## src/rtl/bcd2binary.sv

```systemverilog
// Four-digit BCD to unsigned binary converter using reverse double-dabble.
// One shift/correct iteration per clock, tran_en/tran_done handshake.
module bcd2binary #(
    parameter int DIGITS = 4,
    parameter int BIN_W  = 14
) (
    input  logic             clk,
    input  logic             rst_n,
    input  logic             tran_en,
    input  logic [3:0]       thou_data,
    input  logic [3:0]       hund_data,
    input  logic [3:0]       tens_data,
    input  logic [3:0]       unit_data,
    output logic [BIN_W-1:0] data_out,
    output logic             tran_done,
    output logic             busy,
    output logic             bcd_err
);

    localparam int BCD_W = 4 * DIGITS;
    localparam int CNT_W = $clog2(BIN_W);

    typedef enum logic {IDLE, CONV} state_t;

    state_t             state, state_nxt;
    logic [BCD_W-1:0]   bcd_q, bcd_nxt;
    logic [BIN_W-1:0]   bin_q, bin_nxt;
    logic [CNT_W-1:0]   cnt_q, cnt_nxt;
    logic               err_q, err_nxt;
    logic [BIN_W-1:0]   data_out_nxt;
    logic               done_nxt, busy_nxt, bcd_err_nxt;
    logic [BCD_W+BIN_W-1:0] shifted;

    // A digit of 8 or more after a right shift carried a "ten" down; removing 3
    // turns the borrowed 16/2 weighting back into 10/2.
    function automatic logic [3:0] dabble_fix(input logic [3:0] d);
        return (d >= 4'd8) ? (d - 4'd3) : d;
    endfunction

    function automatic logic digit_bad(input logic [3:0] d);
        return (d > 4'd9);
    endfunction

    always_comb begin
        state_nxt    = state;
        bcd_nxt      = bcd_q;
        bin_nxt      = bin_q;
        cnt_nxt      = cnt_q;
        err_nxt      = err_q;
        data_out_nxt = data_out;
        done_nxt     = 1'b0;
        busy_nxt     = busy;
        bcd_err_nxt  = bcd_err;
        shifted      = {bcd_q, bin_q} >> 1;

        case (state)
            IDLE: begin
                if (tran_en) begin
                    bcd_nxt   = {thou_data, hund_data, tens_data, unit_data};
                    bin_nxt   = '0;
                    cnt_nxt   = '0;
                    err_nxt   = digit_bad(thou_data) | digit_bad(hund_data) |
                                digit_bad(tens_data) | digit_bad(unit_data);
                    busy_nxt  = 1'b1;
                    state_nxt = CONV;
                end
            end
            CONV: begin
                for (int i = 0; i < DIGITS; i++) begin
                    bcd_nxt[4*i +: 4] = dabble_fix(shifted[BIN_W + 4*i +: 4]);
                end
                bin_nxt = shifted[BIN_W-1:0];
                cnt_nxt = cnt_q + CNT_W'(1);
                if (cnt_q == CNT_W'(BIN_W - 1)) begin
                    data_out_nxt = err_q ? '0 : shifted[BIN_W-1:0];
                    bcd_err_nxt  = err_q;
                    done_nxt     = 1'b1;
                    busy_nxt     = 1'b0;
                    cnt_nxt      = '0;
                    state_nxt    = IDLE;
                end
            end
            default: state_nxt = IDLE;
        endcase
    end

    always_ff @(posedge clk or negedge rst_n) begin
        if (!rst_n) begin
            state     <= IDLE;
            bcd_q     <= '0;
            bin_q     <= '0;
            cnt_q     <= '0;
            err_q     <= 1'b0;
            data_out  <= '0;
            tran_done <= 1'b0;
            busy      <= 1'b0;
            bcd_err   <= 1'b0;
        end else begin
            state     <= state_nxt;
            bcd_q     <= bcd_nxt;
            bin_q     <= bin_nxt;
            cnt_q     <= cnt_nxt;
            err_q     <= err_nxt;
            data_out  <= data_out_nxt;
            tran_done <= done_nxt;
            busy      <= busy_nxt;
            bcd_err   <= bcd_err_nxt;
        end
    end

endmodule

```

## config.mk

```make
export PLATFORM = sky130hd
export DESIGN_NAME = bcd2binary
export DESIGN_NICKNAME = d
export VERILOG_FILES = /design/src/rtl/bcd2binary.sv
export SDC_FILE = /design/constraint.sdc
export NUM_CORES = 1
export LEC_CHECK = 0
export ABC_AREA = 1
export CELL_PAD_IN_SITES_DETAIL_PLACEMENT = 1
export CELL_PAD_IN_SITES_GLOBAL_PLACEMENT = 1
export CORE_MARGIN = 5
export CORE_UTILIZATION = 36
export DETAILED_ROUTE_END_ITERATION = 8
export PLACE_DENSITY_LB_ADDON = 0.1
export REMOVE_ABC_BUFFERS = 1
export SYNTH_ARGS = -nofsm -noshare
export SYNTH_HDL_FRONTEND = slang
export SYNTH_SLANG_ARGS = --single-unit
```

## constraint.sdc

```tcl
create_clock -name clk -period 1.2 [get_ports clk]
set_clock_uncertainty 0.2 [all_clocks]
set_input_delay 0.24 -clock clk [delete_from_list [all_inputs] [get_ports clk]]
set_output_delay 0.24 -clock clk [all_outputs]
set_load 0.03 [all_outputs]
```

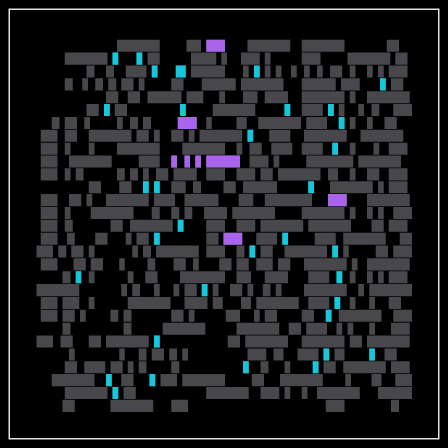
gates.png
[inv cells] cyan | cells: 34 | most used: inv_1
[nor cells] purple | cells: 8 | most used: nor2_4
most frequently placed logic cell in the final layout: sky130_fd_sc_hd__nand2_1
proportion of cell area occupied by multi-input gates: 28.8%

==> run summary <==
Implementation progress

The run finished, with violations left. The final reports fail on negative setup slack. STA classifies the critical path startpoint as a register. The number of setup buffers added after CTS stands at 10. Global routing used 2.33% of the available met3 tracks. STA classifies the critical path endpoint as a register. The post-synthesis sequential element count stands at 52.

Traced cell by cell, the critical path runs through nor2_4, inv_4, buf_12, o211ai_1. The worst voltage drop across the vdd grid stands at 1.30 mV. Per the detail_route log, met3 wirelength is 242 um.

The synthesis run shows the most used standard cells to be sky130_fd_sc_hd__nand2_1 (82), sky130_fd_sc_hd__dfrtp_1 (52), sky130_fd_sc_hd__inv_1 (34), sky130_fd_sc_hd__o21ai_0 (20), sky130_fd_sc_hd__nand3_1 (15). The number of setup violations in the final report stands at 69. On the critical path, the stage with the largest delay is an instance of sky130_fd_sc_hd__dfrtp_2. In this design, the largest share of critical-path delay is due to flip-flops. The tree is rooted in a sky130_fd_sc_hd__clkbuf_8. Summed over all sequential cells, the power is 0.00308 W. TritonRoute reported its final design rule violation total as 0. STA reports the tightest min-delay check as being of type in -> async. At the worst endpoint, the required time is 1.23 ns. The area recorded from the Yosys report for this design is 2330 um2. The final wirelength stands at 6.31 mm. In the final report, the number of hold violations comes to 0. The area fraction in full adders, half adders and majority gates stands at 3.22%. The report puts the cell count of the worst reg-to-reg path at 4. The layout net count stands at 377.

The count of unique library cells instantiated by Yosys stands at 21. The number of clock buffers inserted by TritonCTS stands at 5. For this run, the slowest stage of the critical path takes 0.49 ns. The area fraction in xor and xnor cells stands at 0.375%. The chip width stands at 90.5 um.

The post-synthesis cell area stands at 2330 um2. Sequential cells were found to cover 55.7% of the synthesized design area. Global routing used 15.7% of the available tracks across all layers.

After detailed placement, the total cell area comes to 3010 um2. The register with the most flip-flops in the layout has 16 of them. By instance count, the leading cell after synthesis is sky130_fd_sc_hd__nand2_1. In this run the top signal layer used is met4. The script reports the combined buffer and inverter count of the critical path as 2. In the final layout, the registers with the most flip-flops are bcd_q x16, data_out x14, bin_q x13. The global router reports that the layer with the highest usage is met2. The power density normalized to cell area stands at 2460 nW/um2. The clock network consumes a total of 0.00102 W. The maximum achievable frequency stands at 0.737 GHz. Among the non-sequential cells, simple AND/OR/NAND/NOR gates take the most area.

The number of port buffers stands at 35. Once routing completed, OpenROAD measured the worst setup slack at -0.158 ns. The total of fill cells in the finished design stands at 724. The area of the placeable core stands at 6310 um2. The via count of the first global-routing pass stands at 2165. The largest net degree at the start of global routing stands at 53. Post-CTS repair ended up resizing 62 cells. The share of synthesized area in the top cell type comes to 55.7%. The number of max-slew violations in the final report stands at 0. The initial antenna violation count was 0. In this run the critical register-to-register path is launched from state. The worst-path maximum fanout stands at 11. Per the breakdown, switching nets consume 40.2% of all power.

In this run the tools logged warnings totalling 33. The synthesized area divided by synthesized cell count stands at 8.98 um2. The part of the cycle the worst path needs stands at 113%.

The total cells reported by yosys after synthesis stands at 260. The maximum number of buffers from clock root to sink stands at 2. The number of vias per cell after detailed routing stands at 4.85. Global routing finished with a remaining overflow of 0. The amount of wire on met2 after detailed routing stands at 3.33 mm. The placement summary gives the final routability congestion estimate as 0.703. The power report puts the leakage power at 1.75 nW.

The timing report gives the clock slew at the launch and capture registers of the worst setup and hold paths as 0.10 ns. The critical path ends at bcd_q[5]. The top cell types in the final layout, fill and taps aside, are sky130_fd_sc_hd__nand2_1 (74), sky130_fd_sc_hd__dfrtp_1 (51), sky130_fd_sc_hd__buf_4 (44). The first global-routing pass estimated 10.6 mm of wire.

Row generation in the floorplan step produced 29 rows. OpenSTA lists the critical path startpoint as state. The register area stands at 1300 um2. bcd_q holds more flip-flops than any other register.

The internal power stands at 0.00528 W. The Yosys step of the flow raised 0 warnings. The combinational gate area stands at 1030 um2.

The commonest register cell is sky130_fd_sc_hd__dfrtp_1. The number of buffers added to fix hold violations after cts stands at 1. The combinational gate power stands at 0.00473 W. Synthesis produced a netlist whose cell count is 260. Routing resource usage on met2 recorded by global route was 28.5%. The share of total power dissipated in sequential elements is 34.8%. For reference, the mux area share after synthesis is 0%. Counting flops with an async set or reset pin after synthesis yields a share of 100%. The total number of cells along the worst setup path stands at 4.

The data arrival time at the worst-slack endpoint stands at 1.38 ns. The switching power stands at 0.00355 W. Of the total power, combinational logic draws 53.6%.

The number of DRC markers after the initial detailed-route iteration stands at 26. Per the final layout report, the fraction of cells sized above drive strength 1 comes to 35.4%. The biggest area contributor in the post-synthesis netlist is sky130_fd_sc_hd__dfrtp_1.

The number of routed nets with antenna violations stands at 0. Setup repair after global routing could not meet its margin everywhere. The synthesized netlist devotes 12.5% of its cell area to compound gates.

The reg2reg setup slack stands at -0.16 ns. The number of antenna cells inserted stands at 0. The worst setup slack after placement stands at -0.364 ns. Dividing the detail-routed wire length by the instance count gives 14.7 um. According to the dpl log, the detail-placed design has an HPWL of 3.92 mm. For the worst reg-to-reg path, the endpoint reported by OpenROAD is bcd_q[5]. Of the total synthesized cell area, the portion taken by AND, OR, NAND and NOR gates is 20.4%. The worst slew margin relative to its limit stands at 78.8%. The initial utilization of the core area, before any placement, comes to 37.0%. The number of top-level design ports stands at 36. In the log, the iteration count for the first detailed-route pass is 4.

The worst path in the final design needs a cycle of 1.36 ns, including I/O delays and setup. The critical path is of the reg -> reg type. Looking at the power breakdown, the clock network takes 11.6% of the total. The total die area stands at 8200 um2.

In this run the vertical extent of the chip is 90.5 um. Counting flops with a built-in enable in the synthesized netlist gives 0. The run reported a max-capacitance violation count of 0. The slew at the pin with the worst max-slew slack stands at 0.317 ns. Ranked by power, first place goes to combinational cells. The detailed router placed 2085 vias in this run. The finished layout cell area stands at 3590 um2. In this run the layout overhead on the synthesized area is reported as 53.9%. By area the synthesized netlist is led by sky130_fd_sc_hd__dfrtp_1 (56%), sky130_fd_sc_hd__nand2_1 (13%), sky130_fd_sc_hd__inv_1 (5.5%). TritonCTS built the clock tree. The routed length on met1 stands at 2.67 mm. Global routing consumed, on the met1 layer, 19.3% of the routing resources. Looking at the clock tree report, the H-tree level count equals 2.
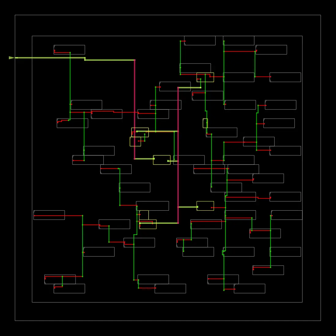
clock_nets.png
number of flip-flops and latches: 52
later-pin clock latency in the skew report: 0.31 ns
clock sink count: 52

[final cells by class]
type | instances | area share [%]
Clock inverter | 2 | 0.453
Timing Repair Buffer | 93 | 26.2
Clock buffer | 6 | 2.02
Inverter | 34 | 3.62
Multi-Input combinational cell | 166 | 28.8
Sequential cell | 52 | 36.2
Tap cell | 77 | 2.68
[stage by stage]
stage          hold slack [ns]  power [W]  instances  util, %  TNS [ns]
3_5_place_dp            0.0618    0.00655        399     47.7    -13.29
5_1_grt                  0.292    0.00948        430     56.9    -10.85
4_1_cts                  0.253    0.00857        421     55.2     -7.21
3_3_place_gp            0.0581    0.00644        399     47.7    -12.77
2_1_floorplan           -0.256    0.00489        251        -    -20.40
6_report                 0.253    0.00883        430     56.9     -7.24
No activity file was given, so power comes from the tool's default toggle rates.
